$ cat src/rtl/dflop_pkg.sv
// Shared constants and the occupancy-count width helper for the elastic register pipeline.
package dflop_pkg;

  localparam int DFLOP_WIDTH = 4;
  localparam int DFLOP_DEPTH = 4;

  // Width needed to hold 0..depth, never narrower than one bit.
  function automatic int cnt_w(input int depth);
    return (depth < 1) ? 1 : $clog2(depth + 1);
  endfunction

endpackage

$ cat src/rtl/dflop_pipe_if.sv
// Handshake bundle of dflop_pipe: input side, output side and flush.
// count exists only when DFLOP_PIPE_COUNT_EN is defined.
interface dflop_pipe_if
  import dflop_pkg::*;
#(
  parameter int WIDTH = DFLOP_WIDTH,
  parameter int DEPTH = DFLOP_DEPTH
);

  logic             flush;
  logic             in_valid;
  logic             in_ready;
  logic [WIDTH-1:0] in_data;
  logic             out_valid;
  logic             out_ready;
  logic [WIDTH-1:0] out_data;
`ifdef DFLOP_PIPE_COUNT_EN
  logic [cnt_w(DEPTH)-1:0] count;
`endif

  modport slave (
    input  flush, in_valid, in_data, out_ready,
`ifdef DFLOP_PIPE_COUNT_EN
    output count,
`endif
    output in_ready, out_valid, out_data
  );

  modport master (
    output flush, in_valid, in_data, out_ready,
`ifdef DFLOP_PIPE_COUNT_EN
    input  count,
`endif
    input  in_ready, out_valid, out_data
  );

endinterface

$ cat src/rtl/dflop_stage.sv
// One pipeline stage: {valid, data} register, loads on load, valid cleared by flush or RST.
// Data only captures real words so empty stages keep stale contents.
module dflop_stage #(
  parameter int WIDTH = 4
) (
  input  logic           CLK,
  input  logic           RST,
  input  logic           flush,
  input  logic           load,
  input  logic [WIDTH:0] d,
  output logic [WIDTH:0] q
);

  always_ff @(posedge CLK) begin
    if (RST) begin
      q <= '0;
    end else begin
      if (flush) begin
        q[WIDTH] <= 1'b0;
      end else if (load) begin
        q[WIDTH] <= d[WIDTH];
      end
      if (load && d[WIDTH]) begin
        q[WIDTH-1:0] <= d[WIDTH-1:0];
      end
    end
  end

endmodule

$ cat src/rtl/dflop_pipe.sv
// Elastic DEPTH-stage register pipeline with collapsing bubbles; DEPTH-cycle latency, full rate.
// Combinational ready chain gives in_ready = 0 only when every stage is full and out_ready = 0; DFLOP_PIPE_COUNT_EN adds count.
module dflop_pipe
  import dflop_pkg::*;
#(
  parameter int WIDTH = DFLOP_WIDTH,
  parameter int DEPTH = DFLOP_DEPTH
) (
  input  logic         CLK,
  input  logic         RST,
  dflop_pipe_if.slave  bus
);

  typedef struct packed {
    logic             valid;
    logic [WIDTH-1:0] data;
  } stage_t;

  stage_t [DEPTH-1:0] st;
  stage_t [DEPTH-1:0] st_in;
  logic   [DEPTH:0]   rdy;

  // A stage may load if it is empty or the stage after it is moving.
  always_comb begin
    rdy        = '0;
    rdy[DEPTH] = bus.out_ready;
    for (int k = DEPTH - 1; k >= 0; k--) begin
      rdy[k] = ~st[k].valid | rdy[k+1];
    end
  end

  always_comb begin
    st_in    = '0;
    st_in[0] = {bus.in_valid, bus.in_data};
    for (int k = 1; k < DEPTH; k++) begin
      st_in[k] = st[k-1];
    end
  end

  for (genvar k = 0; k < DEPTH; k++) begin : g_stage
    dflop_stage #(.WIDTH(WIDTH)) u_stage (
      .CLK   (CLK),
      .RST   (RST),
      .flush (bus.flush),
      .load  (rdy[k]),
      .d     (st_in[k]),
      .q     (st[k])
    );
  end

  assign bus.in_ready  = rdy[0];
  assign bus.out_valid = st[DEPTH-1].valid;
  assign bus.out_data  = st[DEPTH-1].data;

`ifdef DFLOP_PIPE_COUNT_EN
  localparam int CW = cnt_w(DEPTH);

  logic [CW-1:0] cnt;
  logic          acc;
  logic          dlv;

  assign acc = bus.in_valid & rdy[0];
  assign dlv = st[DEPTH-1].valid & bus.out_ready;

  always_ff @(posedge CLK) begin
    if (RST || bus.flush) begin
      cnt <= '0;
    end else if (acc && !dlv) begin
      cnt <= cnt + CW'(1);
    end else if (dlv && !acc) begin
      cnt <= cnt - CW'(1);
    end
  end

  assign bus.count = cnt;
`endif

endmodule

$ cat src/flat_wrapper.sv
// flat-port wrapper written by rule: the top's interface ports become plain ports
module dflop_pipe_flat import dflop_pkg::*;
#(
  parameter int WIDTH = DFLOP_WIDTH,
  parameter int DEPTH = DFLOP_DEPTH
)
  (CLK, RST, bus_flush, bus_in_valid, bus_in_data, bus_out_ready, bus_in_ready, bus_out_valid, bus_out_data);
  dflop_pipe_if #(.WIDTH(WIDTH), .DEPTH(DEPTH)) bus_i ();
  input  logic CLK;
  input  logic RST;
  input wire logic [$bits(bus_i.flush)-1:0] bus_flush;
  input wire logic [$bits(bus_i.in_valid)-1:0] bus_in_valid;
  input wire logic [$bits(bus_i.in_data)-1:0] bus_in_data;
  input wire logic [$bits(bus_i.out_ready)-1:0] bus_out_ready;
  output wire logic [$bits(bus_i.in_ready)-1:0] bus_in_ready;
  output wire logic [$bits(bus_i.out_valid)-1:0] bus_out_valid;
  output wire logic [$bits(bus_i.out_data)-1:0] bus_out_data;
  assign bus_i.flush = bus_flush;
  assign bus_i.in_valid = bus_in_valid;
  assign bus_i.in_data = bus_in_data;
  assign bus_i.out_ready = bus_out_ready;
  assign bus_in_ready = bus_i.in_ready;
  assign bus_out_valid = bus_i.out_valid;
  assign bus_out_data = bus_i.out_data;
  dflop_pipe #(.WIDTH(WIDTH), .DEPTH(DEPTH)) u_core (.CLK(CLK), .RST(RST), .bus(bus_i));
endmodule
$ cat config.mk
export PLATFORM = sky130hd
export DESIGN_NAME = dflop_pipe_flat
export DESIGN_NICKNAME = d
export VERILOG_FILES = /design/src/rtl/dflop_pkg.sv /design/src/rtl/dflop_pipe_if.sv /design/src/rtl/dflop_stage.sv /design/src/rtl/dflop_pipe.sv /design/src/flat_wrapper.sv
export SDC_FILE = /design/constraint.sdc
export NUM_CORES = 1
export LEC_CHECK = 0
export CELL_PAD_IN_SITES_DETAIL_PLACEMENT = 1
export CELL_PAD_IN_SITES_GLOBAL_PLACEMENT = 2
export CORE_MARGIN = 2
export CORE_UTILIZATION = 36
export CTS_BUF_LIST = sky130_fd_sc_hd__clkbuf_4 sky130_fd_sc_hd__clkbuf_8
export CTS_CLUSTER_DIAMETER = 120
export DETAILED_ROUTE_END_ITERATION = 8
export PLACE_DENSITY = 0.87
export SLEW_MARGIN = 15
export SYNTH_ARGS = -nofsm -noshare
export SYNTH_HDL_FRONTEND = slang
export SYNTH_SLANG_ARGS = --single-unit
$ cat constraint.sdc
create_clock -name CLK -period 2.85 [get_ports CLK]
set_input_delay 0.7125 -clock CLK [delete_from_list [all_inputs] [get_ports CLK]]
set_output_delay 0.7125 -clock CLK [all_outputs]
set_load 0.05 [all_outputs]
==> run_1/port_trees.png <==
The bar under the picture is 20 um long.
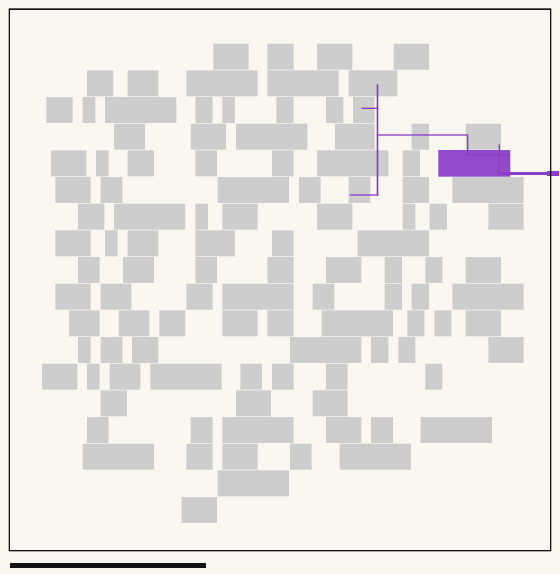
| color | port | bits | direction | edge | end cells | buffers | wire |
|---|---|---|---|---|---|---|---|
| purple | bus_out_valid | 1 | output | right | 1 | 1 | 38.6 um |

==> run_1/congestion_map.png <==
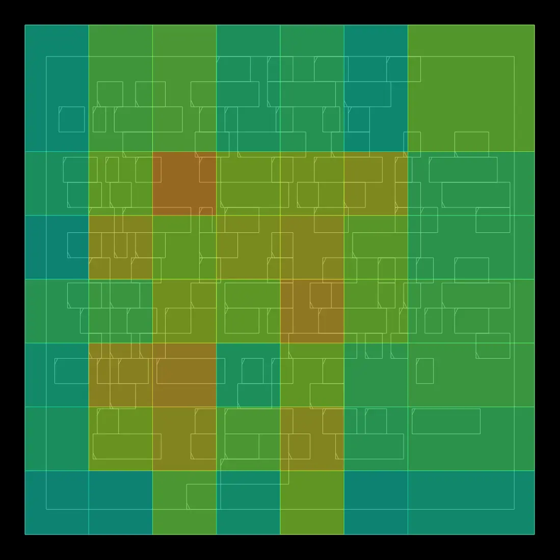
met1 track demand over resource: 0.162
WL/cell: 12.9 um
fin util: 0.440

==> run_1/util_map.png <==
The die is cut into 11 by 11 equal tiles; black is low, pale yellow is high, 0 to 100% covered.
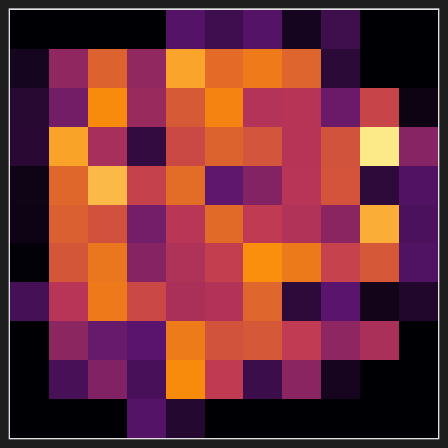
fullest tile: 96%
mean over tiles: 35%
nearly empty tiles: 19%

==> run_1/class_map.png <==
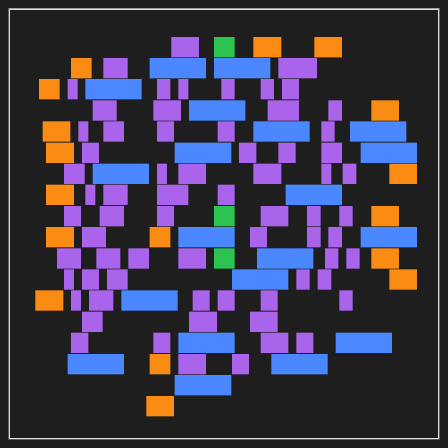
| color | class | cells |
|---|---|---|
| purple | remaining logic cells | 68 |
| green | clock-net drivers | 3 |
| blue | registers | 20 |
| orange | remaining buffers and delay cells | 17 |

==> impl_metrics.tcl, run 1 <==
# implementation run metrics
set metrics [dict create \
    status "complete, no violations" \
    initial_antenna_violation_count 0 \
    die_x_um 55.1 \
    maximum_number_of_pins_on_one_net_before_global_route_repair 18 \
    placementRows 18 \
    flip_flop_count_of_the_largest_register_after_layout 20 \
    p_per_area_nw_per_um2 435 \
    clkTransAtPathRegs_ns 0.11 \
    groute.usage.overall 0.133 \
    clock_skew_ns 0.00832 \
    layout_top_cells_excl_fill_tap "dfxtp_1, nand2b_1, clkdlybuf4s50_1, mux2i_1, a21oi_1" \
    ctsLongestPathBuffers 2 \
    syn-mean-instance-area_um2 9.89 \
    placed_area_um2 1070 \
    final.setup.worst_slack_ns 0.404 \
    placement.setup.worst_slack_ns 0.393 \
    unrepaired_setup_endpoints_after_global_routing "no" \
    ctsResizeCount 0 \
    max_cap_violations 0 \
    io_pins 15 \
    drt-pass1-iter-count 3 \
    antenna-diode-count 0 \
    worstPathRequired_ns 2.14 \
    post-route-period-util 0.858 \
    stage_log_warnings 26 \
    drc_errors 0 \
    hp-class "register to register" \
    post_route_wl_um 1780 \
    total_leakage_power_nw 0.346 \
    worstPathCellList "clkdlybuf4s50_1 -> and4b_4 -> nand2_1 -> buf_4" \
    post_synthesis_cells 95 \
    clk-insertion-delay-late_ns 0.30 \
    groute.layer.met2.usage 0.224 \
    htree_num_levels 1 \
    timing.critical_path.to_type "output pin" \
    cts_root_buffer "clkbuf_4" \
    setup_viol 0 \
    post-route-cell-area_um2 1090 \
    core_ar_um2 2480 \
    achievable-frequency_mhz 409 \
    slew_viol_final 0 \
    grt_most_used_layer "met2" \
    floorplan.core_util 0.379 \
    report.power.total_uw 474 \
    design.die.area_um2 3030 \
    final_worst_path_period_need_ns 2.45 \
    cpPeakStageDelay_ns 0.43 \
    worst_path_class_setup "input pin to output pin" \
    netlist_area_um2 940 \
    io_buffers 14 \
    wire_length_of_the_first_global_routing_pass_um 2880 \
    synth-seq-area-share 0.426 \
    post_synth_cell_types 25 \
    hpwl_um 1350 \
    clock-sinks 20 \
    registers.top_by_ff_count "u_core.g_stage.u_stage.q" \
    yosys_cells 95 \
    routabilityCongestion 0.638 \
    grt_pass1_vias 683 \
    synthesis.nets 104 \
    vdd_ir_drop_max_mv 0.187 \
    fin_hold_ws_ns 0.483 \
    timing.final.hold_violations 0 \
    fp.dieH_um 55.1 \
    timing.setup.tns_ns 0 \
    grt_overflow_total 0 \
    routed-via-count 736 \
    drive_gt1_frac 0.111 \
    syn_to_final_growth_pct 16.0 \
    final_nets 119 \
    synth_warnings 0 \
    ys.flops 20 \
    post-cts-setup-buffer-count 0 \
    tritoncts "done" \
    use_met3 0.0242 \
    synth_chip_area_um2 940 \
    reg_top3 "u_core.g_stage.u_stage.q (20)" \
    worst_setup_path_start_kind "input pin" \
    critPathMaxFanout 3 \
    max_slew_margin 0.672 \
    arrival_ns 1.73 \
    drt_iter0_drc 1 \
    ant_nets 0 \
    final_common_cell "dfxtp_1" \
    post_cts_hold_buffer_count 0 \
    tightest_slew_ns 0.490 \
    drt-vias-per-instance 5.33 \
]
[run 1: cell type report]
| class | count | area [um2] |
|---|---|---|
| fill | 289 | 1390 |
| multi-input combinational | 66 | 462 |
| sequential | 20 | 400 |
| timing repair buffer | 17 | 160 |
| tap | 30 | 37.5 |
| clock buffer | 3 | 22.5 |
| inverter | 2 | 7.51 |
[run 1: critical path, delay by kind of cell]
kind	cells	cell delay [ns]
AND/OR/NAND/NOR	2	0.39
buffers and inverters	2	0.63
[run 1: Yosys cell counts, drive strengths merged]
cell	number	share of area
a211oi	1	0.0080
a21boi	1	0.012
a21oi	6	0.032
a31oi	4	0.027
and2b	1	0.0080
and4b	1	0.015
buf	4	0.040
clkbuf	3	0.035
dfxtp	20	0.43
inv	2	0.0080
mux2i	8	0.085
nand2	5	0.020
nand2b	13	0.087
nand3	4	0.021
nand4b	4	0.037
nor2	2	0.016
nor2b	1	0.0067
nor3	3	0.027
nor3b	4	0.032
o21ai	4	0.021
o311ai	4	0.037
[run 1: final timing paths]
kind         slack [ns]  cells after the start                             end                      startpoint
min                0.48                      2  u_core.g_stage[2].u_stage.q[0]  u_core.g_stage[2].u_stage.q[0]
max                0.40                      4                    bus_in_ready                   bus_out_ready
max reg2reg        1.59                      4  u_core.g_stage[0].u_stage.q[1]  u_core.g_stage[2].u_stage.q[4]
min reg2reg        0.48                      2  u_core.g_stage[2].u_stage.q[0]  u_core.g_stage[2].u_stage.q[0]
[run 1: per-stage QoR]
stage,utilization,std cells
floorplan,-,95
global placement,0.431,135
detailed placement,0.431,135
CTS,0.440,138
global route,0.440,138
finish,0.440,138
[run 1: kinds of logic (layout without fill, tap and decap cells)]
family,Yosys count,in the layout,synth area share
DFF,20,20,0.426
and+or+nand+nor,38,38,0.269
AOI/OAI and AO/OA,20,20,0.137
buffers and inverters,9,22,0.0826
muxes,8,8,0.0852
[run 1: report_power, final]
group,internal (mW),switching (mW)
clock network,0.0492,0.0845
registers,0.287,0.00592
logic,0.0263,0.0210
total,0.363,0.111
[run 1: layer usage]
layer,vias up,wire length [um]
met5,-,0
met2,12,875
met3,2,69
met1,354,827
met4,0,9
li1,368,-
==> run_1/sizing.png <==
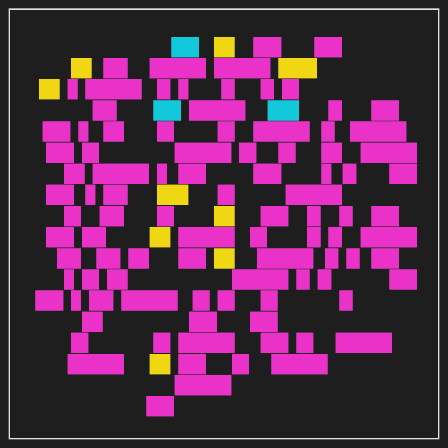

==> run 1 -> run 2 <==
==> constraint.sdc (replaced) <==
create_clock -name CLK -period 2.85 [get_ports CLK]
set_input_delay 0.285 -clock CLK [delete_from_list [all_inputs] [get_ports CLK]]
set_output_delay 0.285 -clock CLK [all_outputs]
set_load 0.05 [all_outputs]
==> run_2/sizing.png <==
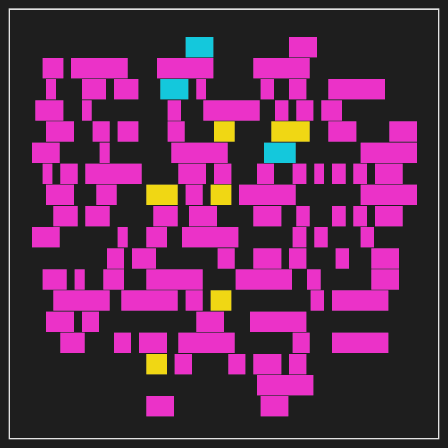
| color | size | cells | share |
|---|---|---|---|
| cyan | x2 | 3 | 2.8% |
| magenta | x1 and smaller | 97 | 92% |
| yellow | x3 and x4 | 6 | 5.7% |

==> run 2 against run 1 <==
Effect of this change: routed wire length fell by 0.22%; clock-buffer cell count did not move; synthesized cell count did not move; worst hold slack got worse by 0.0034 ns; clock power fell by 5%; sequential share of layout area rose by 0.43 points; largest cell class unchanged.
==> impl_metrics.tcl, run 2 <==
# implementation run metrics
set metrics [dict create \
    routabilityCongestion 0.642 \
    stage_log_warnings 26 \
    layout_top_cells_excl_fill_tap "dfxtp_1, clkdlybuf4s50_1, nand2b_1, mux2i_1, a21oi_1" \
    design.die.area_um2 3030 \
    vdd_ir_drop_max_mv 0.241 \
    arrival_ns 1.96 \
    drt-vias-per-instance 5.32 \
    total_leakage_power_nw 0.336 \
    hp-class "register to register" \
    tritoncts "done" \
    syn_to_final_growth_pct 14.6 \
    netlist.area_leader.share 0.426 \
    antenna-diode-count 0 \
    yosys_cells 95 \
    ctsLongestPathBuffers 2 \
    io_pins 15 \
    tightest_slew_ns 0.493 \
    floorplan.core_util 0.379 \
    cpPeakStageDelay_ns 0.71 \
    achievable-frequency_mhz 445 \
    registers.top_by_ff_count "u_core.g_stage.u_stage.q" \
    clock-sinks 20 \
    cts_root_buffer "clkbuf_4" \
    status "complete, no violations" \
    post_cts_hold_buffer_count 0 \
    netlist_area_um2 940 \
    syn-mean-instance-area_um2 9.89 \
    post_synthesis_cells 95 \
    timing.critical_path.to_type "output pin" \
    setup_viol 0 \
    reg_top3 "u_core.g_stage.u_stage.q (20)" \
    ant_nets 0 \
    post_route_wl_um 1780 \
    fp.dieH_um 55.1 \
    ys.flops 20 \
    clkTransAtPathRegs_ns 0.10 \
    drive_gt1_frac 0.0849 \
    synth_chip_area_um2 940 \
]
==> run_2/port_trees.png <==
The bar under the picture is 20 um long.
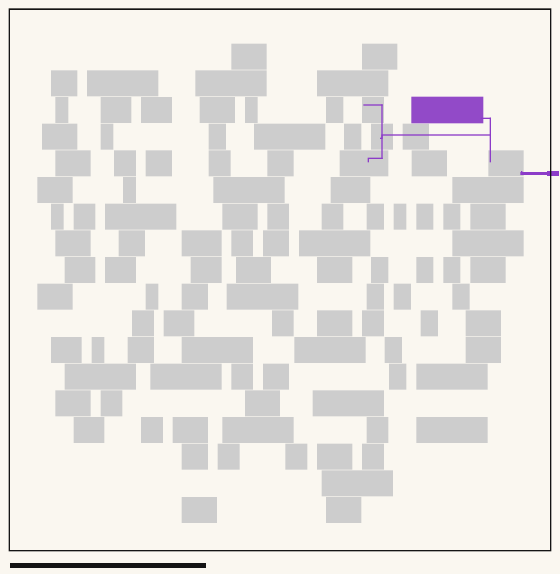
| color | port | bits | direction | edge | end cells | buffers | wire |
|---|---|---|---|---|---|---|---|
| purple | bus_out_valid | 1 | output | right | 1 | 1 | 28.6 um |

==> run 2: netlist changes by cell type in the layout (fill, tap and decap cells not counted), sizes merged <==
cell           change
clkdlybuf4s50      +1
buf                -3
==> run 2: cell type report <==
| class | instances | area [um2] |
|---|---|---|
| fillers | 294 | 1400 |
| multi-input cells | 66 | 462 |
| flip-flops and latches | 20 | 400 |
| repair buffers | 15 | 148 |
| well taps | 30 | 37.5 |
| clock buffers | 3 | 22.5 |
| inverters | 2 | 7.51 |
==> run 2: layer usage <==
layer,part of all wire,GRT usage,up-vias
met3,0.034,0.0242,2
met5,0,0,-
li1,-,-,367
met4,0.0067,0.0610,0
met1,0.46,0.163,342
met2,0.49,0.242,12
==> run 2: final timing paths <==
kind | cells after the start | from | slack [ns] | end
worst max-delay path | 4 | bus_out_ready | 0.60 | bus_in_ready
worst min-delay path | 2 | u_core.g_stage[2].u_stage.q[0] | 0.48 | u_core.g_stage[2].u_stage.q[0]
worst max register to register | 3 | u_core.g_stage[3].u_stage.q[4] | 1.65 | u_core.g_stage[2].u_stage.q[2]
worst min register to register | 2 | u_core.g_stage[2].u_stage.q[0] | 0.48 | u_core.g_stage[2].u_stage.q[0]
==> run 2: where the power goes <==
part / internal [mW] / total (mW) / leakage (nW) / switching, mW
Combinational: 0.0254 / 0.0456 / 0.159 / 0.0202
Sequential: 0.287 / 0.293 / 0.163 / 0.00586
Clock: 0.0491 / 0.127 / 0.0138 / 0.0778
Total: 0.362 / 0.466 / 0.336 / 0.104
==> run 2: cell families (layout without fill, tap and decap cells) <==
logic type             after synthesis  count (layout)  share of synthesized area
buffers and inverters                9              20                     0.0826
AND-OR/OR-AND                       20              20                      0.137
multiplexers                         8               8                     0.0852
AND/OR/NAND/NOR                     38              38                      0.269
flip-flops                          20              20                      0.426
==> run 2: critical path: cells and delay by family <==
family        cells  cell delay (ns)
buf+inv           2             1.14
simple gates      2             0.54
==> run 2: stage by stage <==
| stage | setup slack [ns] | utilization | power (mW) | cell area [um2] | instances |
|---|---|---|---|---|---|
| floorplan | 1.17 | - | 0.330 | 940 | 95 |
| global placement | 0.616 | 0.426 | 0.344 | 1050 | 133 |
| detailed placement | 0.599 | 0.426 | 0.346 | 1050 | 133 |
| CTS | 0.587 | 0.435 | 0.476 | 1080 | 136 |
| global route | 0.519 | 0.435 | 0.493 | 1080 | 136 |
| finish | 0.601 | 0.435 | 0.466 | 1080 | 136 |
==> run_2/util_map.png <==
The die is cut into 11 by 11 equal tiles; black is low, pale yellow is high, 0 to 100% covered.
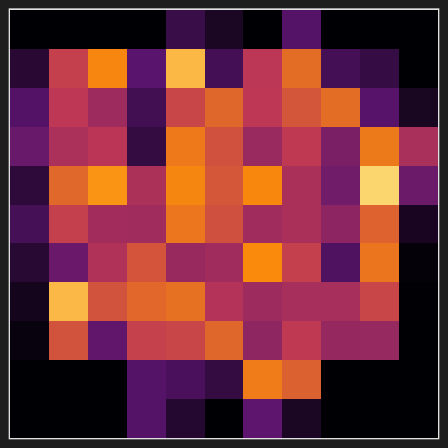

==> run 2 -> run 3 <==
--- a/config.mk
+++ b/config.mk
@@ -8,11 +8,11 @@
 export CELL_PAD_IN_SITES_DETAIL_PLACEMENT = 1
 export CELL_PAD_IN_SITES_GLOBAL_PLACEMENT = 2
 export CORE_MARGIN = 2
-export CORE_UTILIZATION = 36
+export CORE_UTILIZATION = 31
 export CTS_BUF_LIST = sky130_fd_sc_hd__clkbuf_4 sky130_fd_sc_hd__clkbuf_8
 export CTS_CLUSTER_DIAMETER = 120
 export DETAILED_ROUTE_END_ITERATION = 8
-export PLACE_DENSITY = 0.87
+export PLACE_DENSITY = 0.8
 export SLEW_MARGIN = 15
 export SYNTH_ARGS = -nofsm -noshare
 export SYNTH_HDL_FRONTEND = slang
==> constraint.sdc (replaced) <==
create_clock -name CLK -period 1.8 [get_ports CLK]
set_input_delay 0.18 -clock CLK [delete_from_list [all_inputs] [get_ports CLK]]
set_output_delay 0.18 -clock CLK [all_outputs]
set_load 0.05 [all_outputs]
==> run_3/util_map.png <==
The die is cut into 12 by 12 equal tiles; black is low, pale yellow is high, 0 to 100% covered.
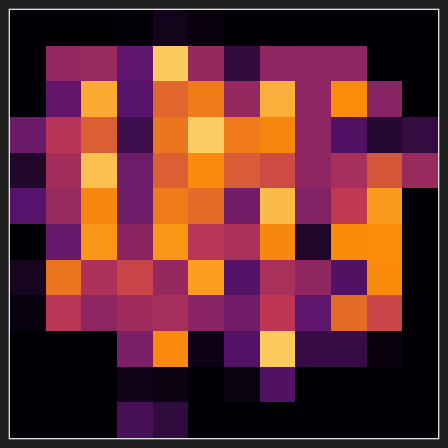
nearly empty tiles: 30%
densest ninth of the die: middle
tiles over 75% full: 8.3%
mean over tiles: 31%
fullest tile: 89%

==> run 3 against run 2 <==
Effect of this change: critical path type is now register to output pin; register-to-register slack worse by 1.1 ns; sequential share of layout area down 1.2 points; clock power rose to 2.9 times the previous value; largest power group unchanged; global-route usage down 1.7 points.
==> impl_metrics.tcl, run 3 <==
# implementation run metrics
set metrics [dict create \
    hp-class "input pin to register" \
    initial_antenna_violation_count 0 \
    cpLargestDelayFamily "buffers and inverters" \
    final_common_cell "dfxtp_1" \
    cpPeakStageDelay_ns 0.82 \
    grt_overflow_total 0 \
    arrival_ns 1.52 \
    registers.top_by_ff_count "u_core.g_stage.u_stage.q" \
    syn_to_final_growth_pct 18.5 \
    timing.setup.tns_ns 0 \
    p_per_area_nw_per_um2 815 \
    clkTransAtPathRegs_ns 0.12 \
    post_cts_hold_buffer_count 0 \
    max_cap_violations 0 \
    status "complete, no violations" \
    enable_flop_cells 0 \
    place.detailed.instances 135 \
    design.die.area_um2 3490 \
    post_route_wl_um 1820 \
    drt-vias-per-instance 5.26 \
    number_of_fill_cells 334 \
    setup_viol 0 \
    vdd_ir_drop_max_mv 0.328 \
    yosysMostFrequentCell "dfxtp_1" \
    clock_skew_ns 0.00439 \
    critPathMaxFanout 4 \
    synth.top_cells.by_count "dfxtp_1, nand2b_1, mux2i_1, a21oi_1, nand2_1" \
    io_buffers 14 \
    groute.usage.overall 0.121 \
    synth-seq-area-share 0.426 \
    synth_warnings 0 \
    ctsResizeCount 0 \
    floorplan.core_util 0.332 \
    post_synthesis_cells 95 \
    achievable-frequency_mhz 590 \
    routed-via-count 731 \
    final_worst_path_period_need_ns 1.70 \
    post_synth_cell_types 25 \
    io_pins 15 \
    drt_iter0_drc 19 \
    critical_path_buf_inv_count 1 \
    yosys_cells 95 \
    final-seq-area_um2 400 \
]
==> run_3/congestion_map.png <==
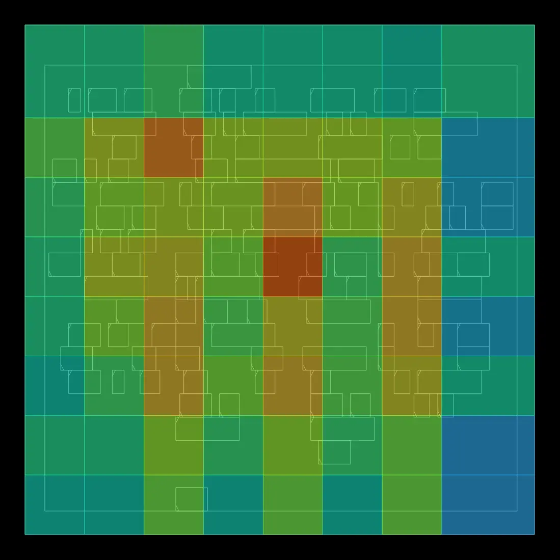
met3 capacity usage during global routing: 0.0262
met1 track demand over resource: 0.152
fin util: 0.394
met2 usage in global routing: 0.205

## run 3: area by class of cell
type | instances | area share
multi-input cells | 66 | 0.415
flip-flops and latches | 20 | 0.360
repair buffers | 16 | 0.137
clock inverters | 1 | 0.0270
clock buffers | 3 | 0.0202
inverters | 2 | 0.00674
well taps | 31 | 0.0348
## run 3: layer usage
metal	share of wire	GRT usage
met2	0.49	0.205
met3	0.036	0.0262
met4	0.0066	0.0390
met1	0.46	0.152
met5	0	0
## run 3: worst paths after layout
| kind | start | to | depth (start not counted) |
|---|---|---|---|
| worst min-delay path | bus_in_data[2] | u_core.g_stage[0].u_stage.q[2] | 3 |
| worst min register to register | u_core.g_stage[3].u_stage.q[3] | u_core.g_stage[3].u_stage.q[3] | 2 |
| worst max-delay path | u_core.g_stage[3].u_stage.q[4] | bus_out_valid | 1 |
| worst max register to register | u_core.g_stage[3].u_stage.q[4] | u_core.g_stage[2].u_stage.q[3] | 3 |
## run 3: metrics by stage
step / power, mW / cell area, um2
after floorplan: 0.522 / 940
after global placement: 0.548 / 1060
after detailed placement: 0.550 / 1060
after CTS: 0.916 / 1110
after global routing: 0.941 / 1110
final: 0.907 / 1110
## run 3: cell families (layout without fill, tap and decap cells)
| logic type | Yosys count | in the layout | synth area share |
|---|---|---|---|
| AOI/OAI and AO/OA | 20 | 20 | 0.137 |
| buffers and inverters | 9 | 22 | 0.0826 |
| DFF | 20 | 20 | 0.426 |
| muxes | 8 | 8 | 0.0852 |
| and+or+nand+nor | 38 | 38 | 0.269 |
## run 3: worst min-delay path, stage by stage
cell             delay, ns
clkdlybuf4s50_1       0.42
nand2_1               0.07
o311ai_1              0.07
## run 3: report_power, final
| group | switching (mW) | internal, mW |
|---|---|---|
| sequential | 0.00898 | 0.455 |
| combinational | 0.0329 | 0.0416 |
| clock | 0.144 | 0.225 |
Power and IR drop assume default switching activity.
